Design sal_ref_sched_flat, sky130hd; sources not shown.
Figure 1. Wiring by layer (run 1).
Bar = 20 um. Two of the layers only.
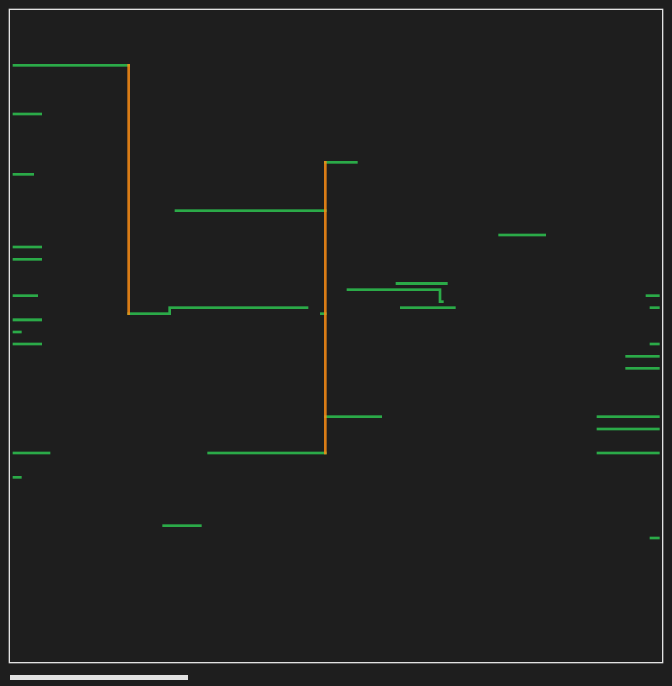
Key: met3 = green [wire length 162 um]; met4 = orange [wire length 60.5 um]
Routed WL per cell: 11.7 um
aggregate routed wire length: 3830 um

Figure 2. Congestion heat map (run 1).
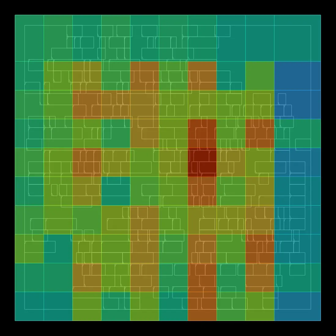
most used routing layer: met2
GRT Util Overall: 15.5%
post-route core utilization: 55.0%

Figure 3. Metal 1 (run 1).
Bar = 20 um.
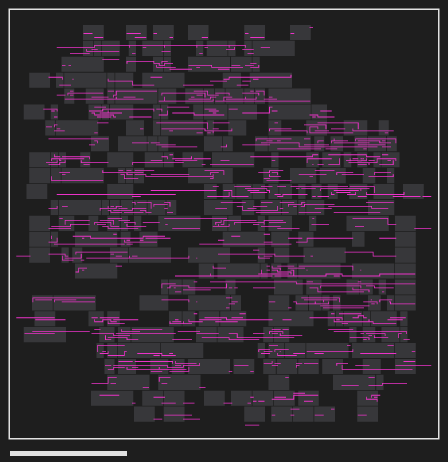
The wires run mostly horizontal. 280 nets have wire on it.
vias after detailed routing: 1,689
met1 track demand over resource: 20.3%

Figure 4. Signal metal coverage by tile (run 1).
The die is cut into 15 by 15 equal tiles; white is low, dark blue is high, scaled to the fullest tile. Values are wire area over tile area, all layers added.
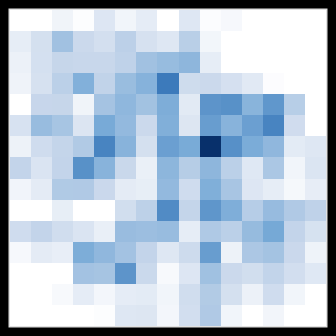
19% of the tiles are nearly empty. 8.0% of the tiles are over half the peak. The fullest tile reaches 0.50. The densest ninth of the die: centre.

==> flow_metrics.env, run 1 <==
# physical design summary
export IMPL_area_added_between_synthesis_and_finish_pct=27.4
export IMPL_clk_pin_slew_worst_setup_hold_paths_ps=80
export IMPL_dieArea_mm2=0.00536
export IMPL_design_power_total_mw=0.649
export IMPL_timing_critical_path_buf_inv=1
export IMPL_grt_start_max_net_pins=33
export IMPL_post_synth_instance_area_mm2=0.00201
export IMPL_drtPass1Iterations=4
export IMPL_setup_slack_of_the_most_critical_reg_to_reg_path_ps=1790
export IMPL_biggestCellCategory="multi-input combinational cells"
export IMPL_signal_buffer_area_fraction_pct=17.2
export IMPL_nNonClkInverters=8
export IMPL_fa_ha_area_share_pct=4.35
export IMPL_grt_first_pass_wirelength_um=6470
export IMPL_xor_area_share_pct=7.84
export IMPL_die_w_um=73.2
export IMPL_timing_critical_path_arrival_ps=3580
export IMPL_portion_of_netlist_area_occupied_by_mux_cells_pct=2.99
export IMPL_netlist_top_cells_area="sky130_fd_sc_hd__dfxtp_1 (39%), sky130_fd_sc_hd__nand2_1 (5.8%), sky130_fd_sc_hd__xnor2_1 (5.7%)"
export IMPL_sequentialPowerShare_pct=54.8
export IMPL_endpoint_kind="flop"
export IMPL_num_nets_final=310
export IMPL_portion_of_the_post_synthesis_area_used_by_sequential_elements_pct=38.8
export IMPL_ys_flop_type="sky130_fd_sc_hd__dfxtp_1"
export IMPL_whs_path_depth=2
export IMPL_cts_max_path_buffers=2
export IMPL_largest_register_ffs=16
export IMPL_most_common_cell="sky130_fd_sc_hd__dfxtp_1"
export IMPL_worst_slew_margin_rel_pct=34.8
export IMPL_simple_gate_area_share_pct=27.9
export IMPL_clock_power_share_pct=34.9
export IMPL_worst_hold_slack_ps=459
export IMPL_final_standard_cell_count_with_taps_included_and_fillers_excluded=326
export IMPL_commonest_cells_after_routing_fill_and_taps_aside="sky130_fd_sc_hd__clkdlybuf4s50_1 (44), sky130_fd_sc_hd__dfxtp_1 (39), sky130_fd_sc_hd__nand2_1 (31)"
export IMPL_fin_crit_sh_pct=73.1
export IMPL_timing_critical_path_fanout_max=25
export IMPL_place_gp_congestion=0.799
export IMPL_syn_nets=268
export IMPL_cts_setup_buffers=0
export IMPL_root_buffer="sky130_fd_sc_hd__clkbuf_8"
export IMPL_met2_length_um=1770
export IMPL_outcome="complete, no violations"
export IMPL_total_power_per_unit_cell_area_mw_per_mm2=253
export IMPL_sequential_cell_area_um2=781
export IMPL_final_clk_cell_share_pct=3.66
export IMPL_clock_tree_from_tritoncts="done"
export IMPL_pre_cts_slack_ps=979
export IMPL_nMultiInputCombCells=173
export IMPL_global_route_overflow_total=0
export IMPL_total_clock_buffers_created_by_cts=5
export IMPL_worstPathRequired_ps=4840
export IMPL_yosys_area_share_aoi_pct=14.1
export IMPL_cp_cell_sequence="clkdlybuf4s50_1 -> mux2i_1 -> a22oi_1 -> nand4_4 -> and3_1 -> a31oi_1 -> a2bb2oi_1 -> and4_4 -> and2b_1"
export IMPL_startpoint_type="input pin"
export IMPL_yosys_dominant_comb_family="simple AND/OR/NAND/NOR gates"
export IMPL_final_signal_buffer_count=44
export IMPL_clock_insertion_delay_worst_skew_ps=290
export IMPL_finalHoldViolCount=0
export IMPL_drc=0
export IMPL_met3WireLength_um=162
export IMPL_postRouteAntennaNets=0
export IMPL_placedInstanceArea_mm2=0.00247
export IMPL_cp_num_cells=9
export IMPL_fin_crit_ps=3440
export IMPL_timing_critical_path_slowest_cell_delay_ps=460
export IMPL_setup_total_negative_slack_ps=0
export IMPL_setup_slack_ps=1260
export IMPL_number_of_h_tree_branching_levels=2
export IMPL_placed_cells_incl_taps=318
export IMPL_yosys_area_top_type="sky130_fd_sc_hd__dfxtp_1"
export IMPL_drt_iter0_markers=67
export IMPL_diodes=0
export IMPL_area_share_combinational_pct=44.9
export IMPL_ffs_latches=39
export IMPL_net_switching_power_mw=0.159
export IMPL_ioPinCount=46
export IMPL_synth_cells_yosys=229
export IMPL_post_cts_resize_count=0
export IMPL_peakVddDrop_uv=124
export IMPL_post_dp_hpwl_um=2810
export IMPL_crit_family="simple AND/OR/NAND/NOR gates"
export IMPL_initial_utilization_pct=43.2
export IMPL_antenna_found_initial=0
==> run 1 -> run 2 <==
==> constraint.sdc (replaced) <==
create_clock -name clk -period 3.25 [get_ports clk]
set_clock_uncertainty 0.05 [all_clocks]
set_input_delay 0.65 -clock clk [delete_from_list [all_inputs] [get_ports clk]]
set_output_delay 0.65 -clock clk [all_outputs]
set_load 0.01 [all_outputs]
==> flow_metrics.env, run 2 <==
# physical design summary
export IMPL_outcome="complete, no violations"
export IMPL_worst_hold_slack_ps=449
export IMPL_final_clk_cell_share_pct=5.02
export IMPL_endpoint_kind="flop"
export IMPL_largest_register_ffs=16
export IMPL_yosys_area_top_type="sky130_fd_sc_hd__dfxtp_1"
export IMPL_timing_critical_path_buf_inv=1
export IMPL_nNonClkInverters=8
export IMPL_grt_start_max_net_pins=33
export IMPL_peakVddDrop_uv=250
export IMPL_initial_utilization_pct=43.2
export IMPL_met2_length_um=1870
export IMPL_whs_path_depth=2
export IMPL_portion_of_the_post_synthesis_area_used_by_sequential_elements_pct=38.8
export IMPL_cp_cell_sequence="inv_1 -> ha_1 -> or4b_1 -> nor4_1 -> and2_1 -> and3_1 -> o21ai_0 -> a2bb2oi_1 -> and4_4 -> and2b_1"
export IMPL_pre_cts_slack_ps=155
export IMPL_timing_critical_path_fanout_max=9
export IMPL_final_standard_cell_count_with_taps_included_and_fillers_excluded=331
export IMPL_placed_cells_incl_taps=323
export IMPL_setup_slack_of_the_most_critical_reg_to_reg_path_ps=430
export IMPL_total_power_per_unit_cell_area_mw_per_mm2=412
export IMPL_signal_buffer_area_fraction_pct=18.1
export IMPL_place_gp_congestion=0.820
export IMPL_startpoint_type="flop"
export IMPL_ys_flop_type="sky130_fd_sc_hd__dfxtp_1"
export IMPL_post_dp_hpwl_um=2890
export IMPL_timing_critical_path_slowest_cell_delay_ps=500
export IMPL_portion_of_netlist_area_occupied_by_mux_cells_pct=2.99
export IMPL_sequential_cell_area_um2=781
export IMPL_cts_setup_buffers=0
export IMPL_yosys_area_share_aoi_pct=14.1
export IMPL_timing_critical_path_arrival_ps=2960
export IMPL_sequentialPowerShare_pct=47.3
export IMPL_postRouteAntennaNets=0
export IMPL_yosys_dominant_comb_family="simple AND/OR/NAND/NOR gates"
export IMPL_dieArea_mm2=0.00536
export IMPL_xor_area_share_pct=7.84
export IMPL_most_common_cell="sky130_fd_sc_hd__dfxtp_1"
export IMPL_antenna_found_initial=0
export IMPL_clk_pin_slew_worst_setup_hold_paths_ps=80
export IMPL_setup_slack_ps=427
export IMPL_final_signal_buffer_count=49
export IMPL_grt_first_pass_wirelength_um=6890
export IMPL_fin_crit_ps=2820
export IMPL_clock_insertion_delay_worst_skew_ps=290
export IMPL_num_nets_final=315
export IMPL_grt_busiest_layer="met2"
Figure 5. Metal 1 (run 2).
Bar = 20 um.
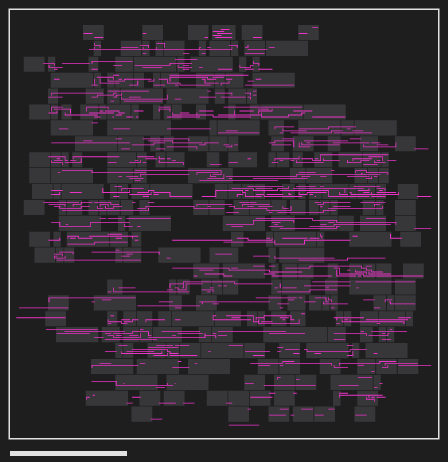
The layer carries 1,920 um of wire. The layer holds 48% of the routed length.
aggregate routed wire length: 3970 um
vias after detailed routing: 1,711
met1 track demand over resource: 21.3%

Figure 6. Zoomed window (run 2).
Bar = 5 um. Region (45, 45) to (65, 65) um. Cells in grey, sequential cells in the stronger grey; small squares are vias.
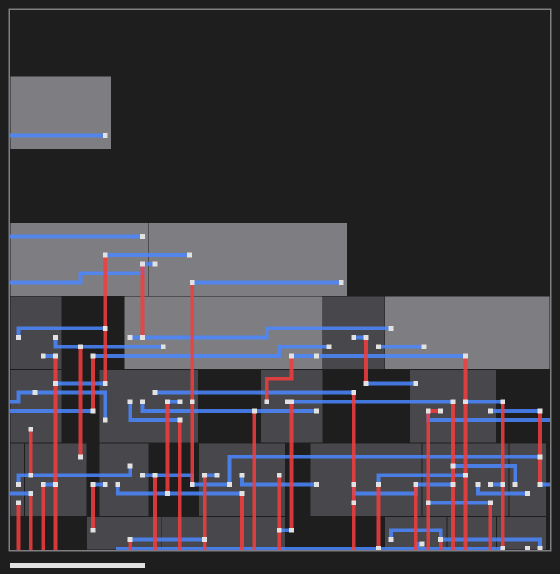
Key: met2 = red; met1 = blue
Most frequent: dfxtp_1 (5), nor2b_1 (2). Sequential cells in the window: 5. 17 logic cells have their middle in the window.

Figure 7. Congestion heat map (run 2).
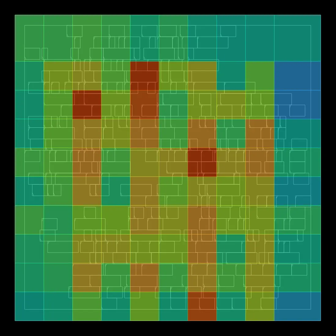
GRT Util Overall: 16.3%
post-route core utilization: 56.6%
Routed WL per cell: 12.0 um

